<file path="src/rtl/uart_pkg.sv">
// Shared UART/ASCII helpers: receiver state encoding and the hex-digit decode.
package uart_pkg;

   typedef enum logic [1:0] {IDLE, START, DATA, STOP} rx_state_t;

   localparam logic [7:0] ASCII_CR = 8'h0D;
   localparam logic [7:0] ASCII_LF = 8'h0A;

   // True for '0'-'9', 'A'-'F', 'a'-'f'
   function automatic logic is_hex(input logic [7:0] b);
      return (b >= 8'h30 && b <= 8'h39) ||
             (b >= 8'h41 && b <= 8'h46) ||
             (b >= 8'h61 && b <= 8'h66);
   endfunction

   // Inverse of the nibble-to-ASCII mapping used on the LCD rows
   function automatic logic [3:0] hex2nib(input logic [7:0] b);
      logic [7:0] t;
      if (b <= 8'h39)      t = b - 8'h30;
      else if (b <= 8'h46) t = b - 8'h37;
      else                 t = b - 8'h57;
      return t[3:0];
   endfunction

endpackage

</file>
<file path="src/rtl/uart_rx_byte.sv">
// 8N1 byte receiver: 2-FF input sync, baud counter, IDLE/START/DATA/STOP FSM.
import uart_pkg::*;

module uart_rx_byte #(
   parameter int CLKS_PER_BIT = 434
) (
   input  logic       clk_50MHz,
   input  logic       reset_n,
   input  logic       uart_rx,
   output logic [7:0] data,
   output logic       byte_stb,
   output logic       fe_stb,
   output logic       busy
);

   localparam int HALF = CLKS_PER_BIT / 2;
   localparam int CW   = $clog2(CLKS_PER_BIT);

   logic            rx_meta, rx_s, rx_d;
   logic [CW-1:0]   baud_cnt;
   logic [2:0]      bit_idx;
   rx_state_t       state;
   logic            tick_half, tick_full;

   // Synchronize the async line; rx_d is one more stage kept for edge detection
   always_ff @(posedge clk_50MHz) begin
      if (!reset_n) begin
         rx_meta <= 1'b1;
         rx_s    <= 1'b1;
         rx_d    <= 1'b1;
      end else begin
         rx_meta <= uart_rx;
         rx_s    <= rx_meta;
         rx_d    <= rx_s;
      end
   end

   assign tick_half = (baud_cnt == CW'(HALF - 1));
   assign tick_full = (baud_cnt == CW'(CLKS_PER_BIT - 1));

   // Stop-bit strobes are decoded from the sample cycle itself so the parser
   // can register its result on that same edge (one-cycle total latency).
   assign byte_stb = (state == STOP) && tick_full &&  rx_s;
   assign fe_stb   = (state == STOP) && tick_full && !rx_s;
   assign busy     = (state != IDLE);

   // Receiver FSM: start-edge detect, mid-bit sampling, LSB-first shift
   always_ff @(posedge clk_50MHz) begin
      if (!reset_n) begin
         state    <= IDLE;
         baud_cnt <= '0;
         bit_idx  <= '0;
         data     <= '0;
      end else begin
         case (state)
            IDLE: begin
               baud_cnt <= '0;
               bit_idx  <= '0;
               if (rx_d && !rx_s) state <= START;
            end
            START: begin
               if (tick_half) begin
                  baud_cnt <= '0;
                  state    <= rx_s ? IDLE : DATA;
               end else begin
                  baud_cnt <= baud_cnt + 1'b1;
               end
            end
            DATA: begin
               if (tick_full) begin
                  baud_cnt <= '0;
                  data     <= {rx_s, data[7:1]};
                  bit_idx  <= bit_idx + 1'b1;
                  if (bit_idx == 3'd7) state <= STOP;
               end else begin
                  baud_cnt <= baud_cnt + 1'b1;
               end
            end
            STOP: begin
               // Return right at the stop sample so the next start edge is caught
               if (tick_full) begin
                  baud_cnt <= '0;
                  state    <= IDLE;
               end else begin
                  baud_cnt <= baud_cnt + 1'b1;
               end
            end
            default: state <= IDLE;
         endcase
      end
   end

endmodule

</file>
<file path="src/rtl/uart_hex_line_rx.sv">
// Hex-line receiver: CR/LF-terminated ASCII hex lines become a DIGITS-nibble value.
import uart_pkg::*;

module uart_hex_line_rx #(
   parameter int CLK_HZ = 50000000,
   parameter int BAUD   = 115200,
   parameter int DIGITS = 4
) (
   input  logic                clk_50MHz,
   input  logic                reset_n,
   input  logic                uart_rx,
   output logic [4*DIGITS-1:0] value,
   output logic                valid,
   output logic                err,
   output logic                busy
);

   localparam int CLKS_PER_BIT = (CLK_HZ + BAUD / 2) / BAUD;
   localparam int W            = 4 * DIGITS;
   localparam int CNTW         = $clog2(DIGITS + 1);
   localparam logic [CNTW-1:0] DIG_MAX = CNTW'(DIGITS);

   logic [7:0]      rx_data;
   logic            byte_stb, fe_stb;
   logic [W-1:0]    acc;
   logic [CNTW-1:0] cnt;
   logic            bad;

   uart_rx_byte #(.CLKS_PER_BIT(CLKS_PER_BIT)) u_rx (
      .clk_50MHz (clk_50MHz),
      .reset_n   (reset_n),
      .uart_rx   (uart_rx),
      .data      (rx_data),
      .byte_stb  (byte_stb),
      .fe_stb    (fe_stb),
      .busy      (busy)
   );

   // Line parser: accumulate digits, publish or reject on CR/LF
   always_ff @(posedge clk_50MHz) begin
      if (!reset_n) begin
         acc   <= '0;
         cnt   <= '0;
         bad   <= 1'b0;
         value <= '0;
         valid <= 1'b0;
         err   <= 1'b0;
      end else begin
         valid <= 1'b0;
         err   <= 1'b0;
         if (byte_stb) begin
            if (is_hex(rx_data)) begin
               if (cnt < DIG_MAX) begin
                  acc <= W'({acc, hex2nib(rx_data)});
                  cnt <= cnt + 1'b1;
               end else begin
                  bad <= 1'b1;
               end
            end else if (rx_data == ASCII_CR || rx_data == ASCII_LF) begin
               // Empty clean lines (e.g. the LF of CRLF) stay silent
               if (bad) begin
                  err <= 1'b1;
               end else if (cnt != '0) begin
                  value <= acc;
                  valid <= 1'b1;
               end
               acc <= '0;
               cnt <= '0;
               bad <= 1'b0;
            end else begin
               bad <= 1'b1;
            end
         end else if (fe_stb) begin
            bad <= 1'b1;
         end
      end
   end

endmodule

</file>
<file path="config.mk">
export PLATFORM = sky130hd
export DESIGN_NAME = uart_hex_line_rx
export DESIGN_NICKNAME = d
export VERILOG_FILES = /design/src/rtl/uart_pkg.sv /design/src/rtl/uart_rx_byte.sv /design/src/rtl/uart_hex_line_rx.sv
export SDC_FILE = /design/constraint.sdc
export NUM_CORES = 1
export LEC_CHECK = 0
export ABC_AREA = 1
export CAP_MARGIN = 10
export CORE_MARGIN = 2
export CORE_UTILIZATION = 28
export CTS_BUF_LIST = sky130_fd_sc_hd__clkbuf_4
export CTS_CLUSTER_DIAMETER = 40
export DETAILED_ROUTE_END_ITERATION = 6
export SLEW_MARGIN = 25
export SYNTH_ARGS = -nofsm -noshare
export SYNTH_HDL_FRONTEND = slang
export SYNTH_SLANG_ARGS = --single-unit
</file>
<file path="constraint.sdc">
create_clock -name clk_50MHz -period 1.8 [get_ports clk_50MHz]
set_input_delay 0.18 -clock clk_50MHz [delete_from_list [all_inputs] [get_ports clk_50MHz]]
set_output_delay 0.18 -clock clk_50MHz [all_outputs]
set_load 0.02 [all_outputs]
</file>
Figure 1. Pin map.
Pins as bars across the die edge, other pins in gray.
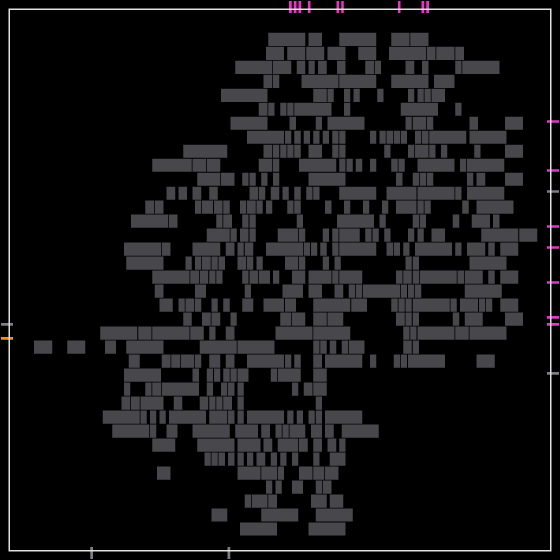
orange -> uart_rx  # pins 1, direction input, edge west
magenta -> value  # pins 16, direction output, edge 9 north, 7 east
all pins by edge = 9 east, 9 north, 2 south, 2 west
number of buffer cells added on primary ports: 21
height of the die: 105.0 um

Figure 2. Clock nets.
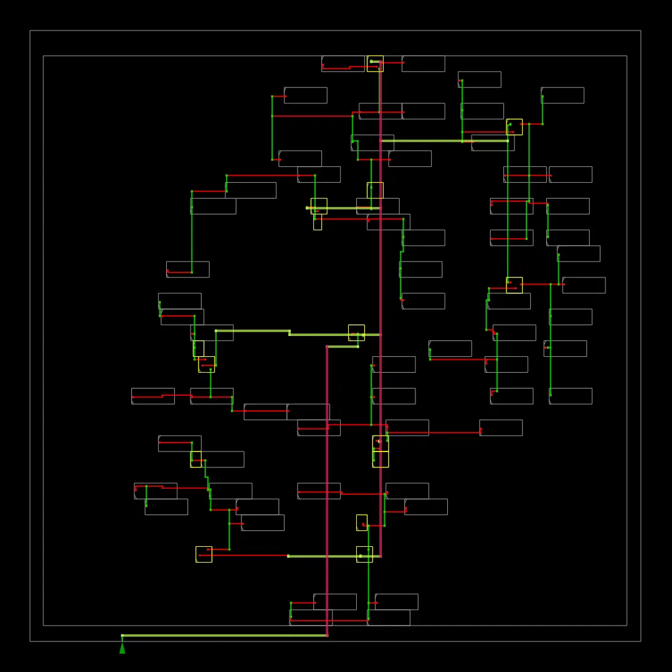
clock group power: 0.781 mW
clk_lat worst skew: 0.43 ns
final-layout clock buffer total: 10
total clock sinks: 63

Figure 3. Gate-type map.
The bar under the picture is 20 um long.
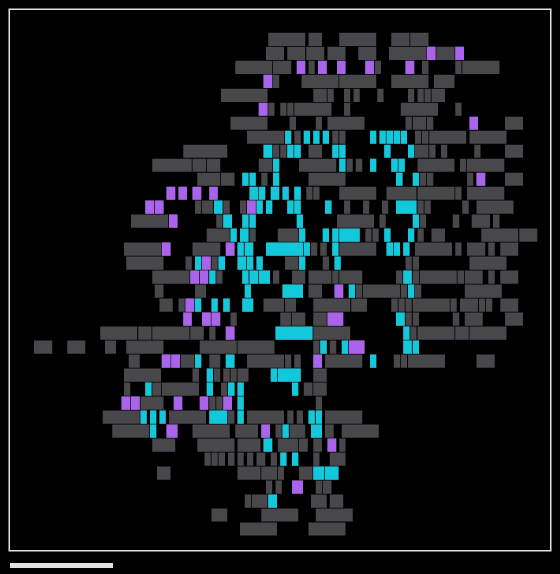
purple -> aoi and oai cells  # cells 44
cyan -> nand cells  # cells 114
non-filler instance count after layout: 569
multi-input combinational area share: 41.45%
most used logic cell in the final layout: nor2_1

==> path summary, 6_finish.rpt <==
| kind | to | slack, ns | cells after the start |
|---|---|---|---|
| worst max-delay path | value[9]$_SDFFE_PN0P_ | 0.14 | 10 |
| worst min-delay path | u_rx.rx_meta$_SDFF_PN1_ | 0.33 | 2 |
| worst max register to register | value[9]$_SDFFE_PN0P_ | 0.14 | 10 |
| worst min register to register | u_rx.rx_s$_SDFF_PN1_ | 0.42 | 1 |
==> layer usage <==
layer | routed length [um] | share of wire (%) | track usage, %
met2 | 2768 | 46 | 17.72
met1 | 2854 | 47 | 14.02
met5 | 0 | 0 | 0
met4 | 150 | 2.5 | 6.095
met3 | 249 | 4.1 | 3.930
==> area by class of cell <==
type                            count  area [um2]  share of cell area [%]
Multi-Input combinational cell    283        1446                   41.45
Inverter                           37       156.4                   4.482
Tap cell                          133       166.4                   4.769
Timing Repair Buffer               38       352.8                   10.11
Clock buffer                       10       75.07                   2.151
Clock inverter                      5       26.28                  0.7530
Sequential cell                    63        1266                   36.29
==> stage by stage <==
step | power, mW | TNS [ns]
3_3_place_gp | 1.549 | 0
2_1_floorplan | 1.513 | 0
4_1_cts | 2.336 | 0
6_report | 2.298 | 0
5_1_grt | 2.405 | -0.01678
3_5_place_dp | 1.551 | -0.002779
==> worst max-delay path, delay by kind of cell, from the launching register on <==
kind / cells / cell delay (ns)
and+or+nand+nor: 7 / 0.82
buffers and inverters: 2 / 0.24
DFF: 1 / 0.36
adders and majority gates: 1 / 0.14
==> cells by family after synthesis <==
kind of cell               share of synthesized area [%]
DFF                                                44.17
and+or+nand+nor                                    33.48
adders and majority gates                          4.820
AOI/OAI and AO/OA                                  7.932
buffers and inverters                              7.756
xor gates and xnor gates                           1.840
==> results.txt <==
run metrics: Power Internal approximately 1.7 mW, vias around 2,500, maximum single-stage delay on the critical path around 0.36 ns, Placed Cells incl. Taps about 550, logic gate share of total power under 10%, dominant logic cell types in the final layout nor2_1, nand2_1, dfxtp_1, number of global-route vias before repair around 2,300, Synth warnings 0, nets in the synthesized netlist a little over 400, most instantiated library cell after synthesis nor2_1, Largest type area fraction around 44%, switching part of the total around a quarter, post-CTS setup-driven buffer insertion count 0, syn avg cell area 7.247 um2, total cell area reported by yosys after synthesis 0.002855 mm2, required time at the endpoint of the critical path 2.12 ns, outcome complete, no violations, type of destination of the critical path flop, slowest stage cell, crit path dfxtp_2, number of pins exceeding their max-slew limit in the final report 0, final hold viol count 0, First DRT Iteration DRCs between 90 and 100, standard-cell rows 36, Total Die Area roughly 0.011 mm2, actual slew at the worst max-slew pin 0.4225 ns, path type of the worst setup path reg2reg, routability congestion estimate 0.8573, proportion of synthesized chip area in sequential cells 44.17%, final worst-path cycle share around 90%, most used flip-flop cell after synthesis dfxtp_1, layout cell share with drive strength beyond 1 between 10% and 20%, pin count of the biggest net entering global routing 43, sequential power between 1 and 1.5 mW, via/cell ratio ~4.4, proportion of power drawn by the clock network about a third, clock-pin slew reported for the worst setup and hold paths after clock tree synthesis about 0.10 ns, count of flip-flops with a built-in enable after synthesis 0, Final setup viols 0, chip width roughly 100 um, total number of warnings across the stage logs 33, largest area contributor in the netlist dfxtp_1, global-route wire length before repair between 10,000 and 15,000 um, count of max-cap constraint violations 0, Core ar. 0.009819 mm2, post-detailed-route count of antenna-violating nets 0, Post-CTS Hold Fix Bufs 0, launch point of the worst hold path uart_rx, DRC violations left 0, unrepaired setup endpoints after global routing yes, Hold Slack between 0.3 and 0.4 ns, ANT cells 0, average detailed-routed wire length per instance around 11 um, Finished Cell Area 0.003490 mm2, Worst R2R Start u_rx.data[1]$_SDFFE_PN0P_, min setup slack post-route about 0.14 ns, final HPWL from detailed placement 4017 um, post-synthesis cell count from yosys 394, TritonCTS clock tree done, max_slew headroom 71.83%, tally of filler cells in the layout 1,072, number of levels in the clock H-tree 3, placed instance area about 0.0033 mm2, number of gates given a new drive strength after cts 2, unique cell type count in the Yosys netlist 31, Area Growth Syn to Fin 22.22%, crit start category flop, Seq pwr share 61.4%, Cell Pwr Density between 600 and 700 mW/mm2, global routing usage summed across all routing layers between 10 and 15%, arrival time of data at the critical path endpoint between 1.5 and 2 ns, post-synthesis instance area roughly 0.0029 mm2, final core utilization between 30% and 40%, setup clock skew after layout ~0.014 ns
Power and IR drop assume default switching activity.
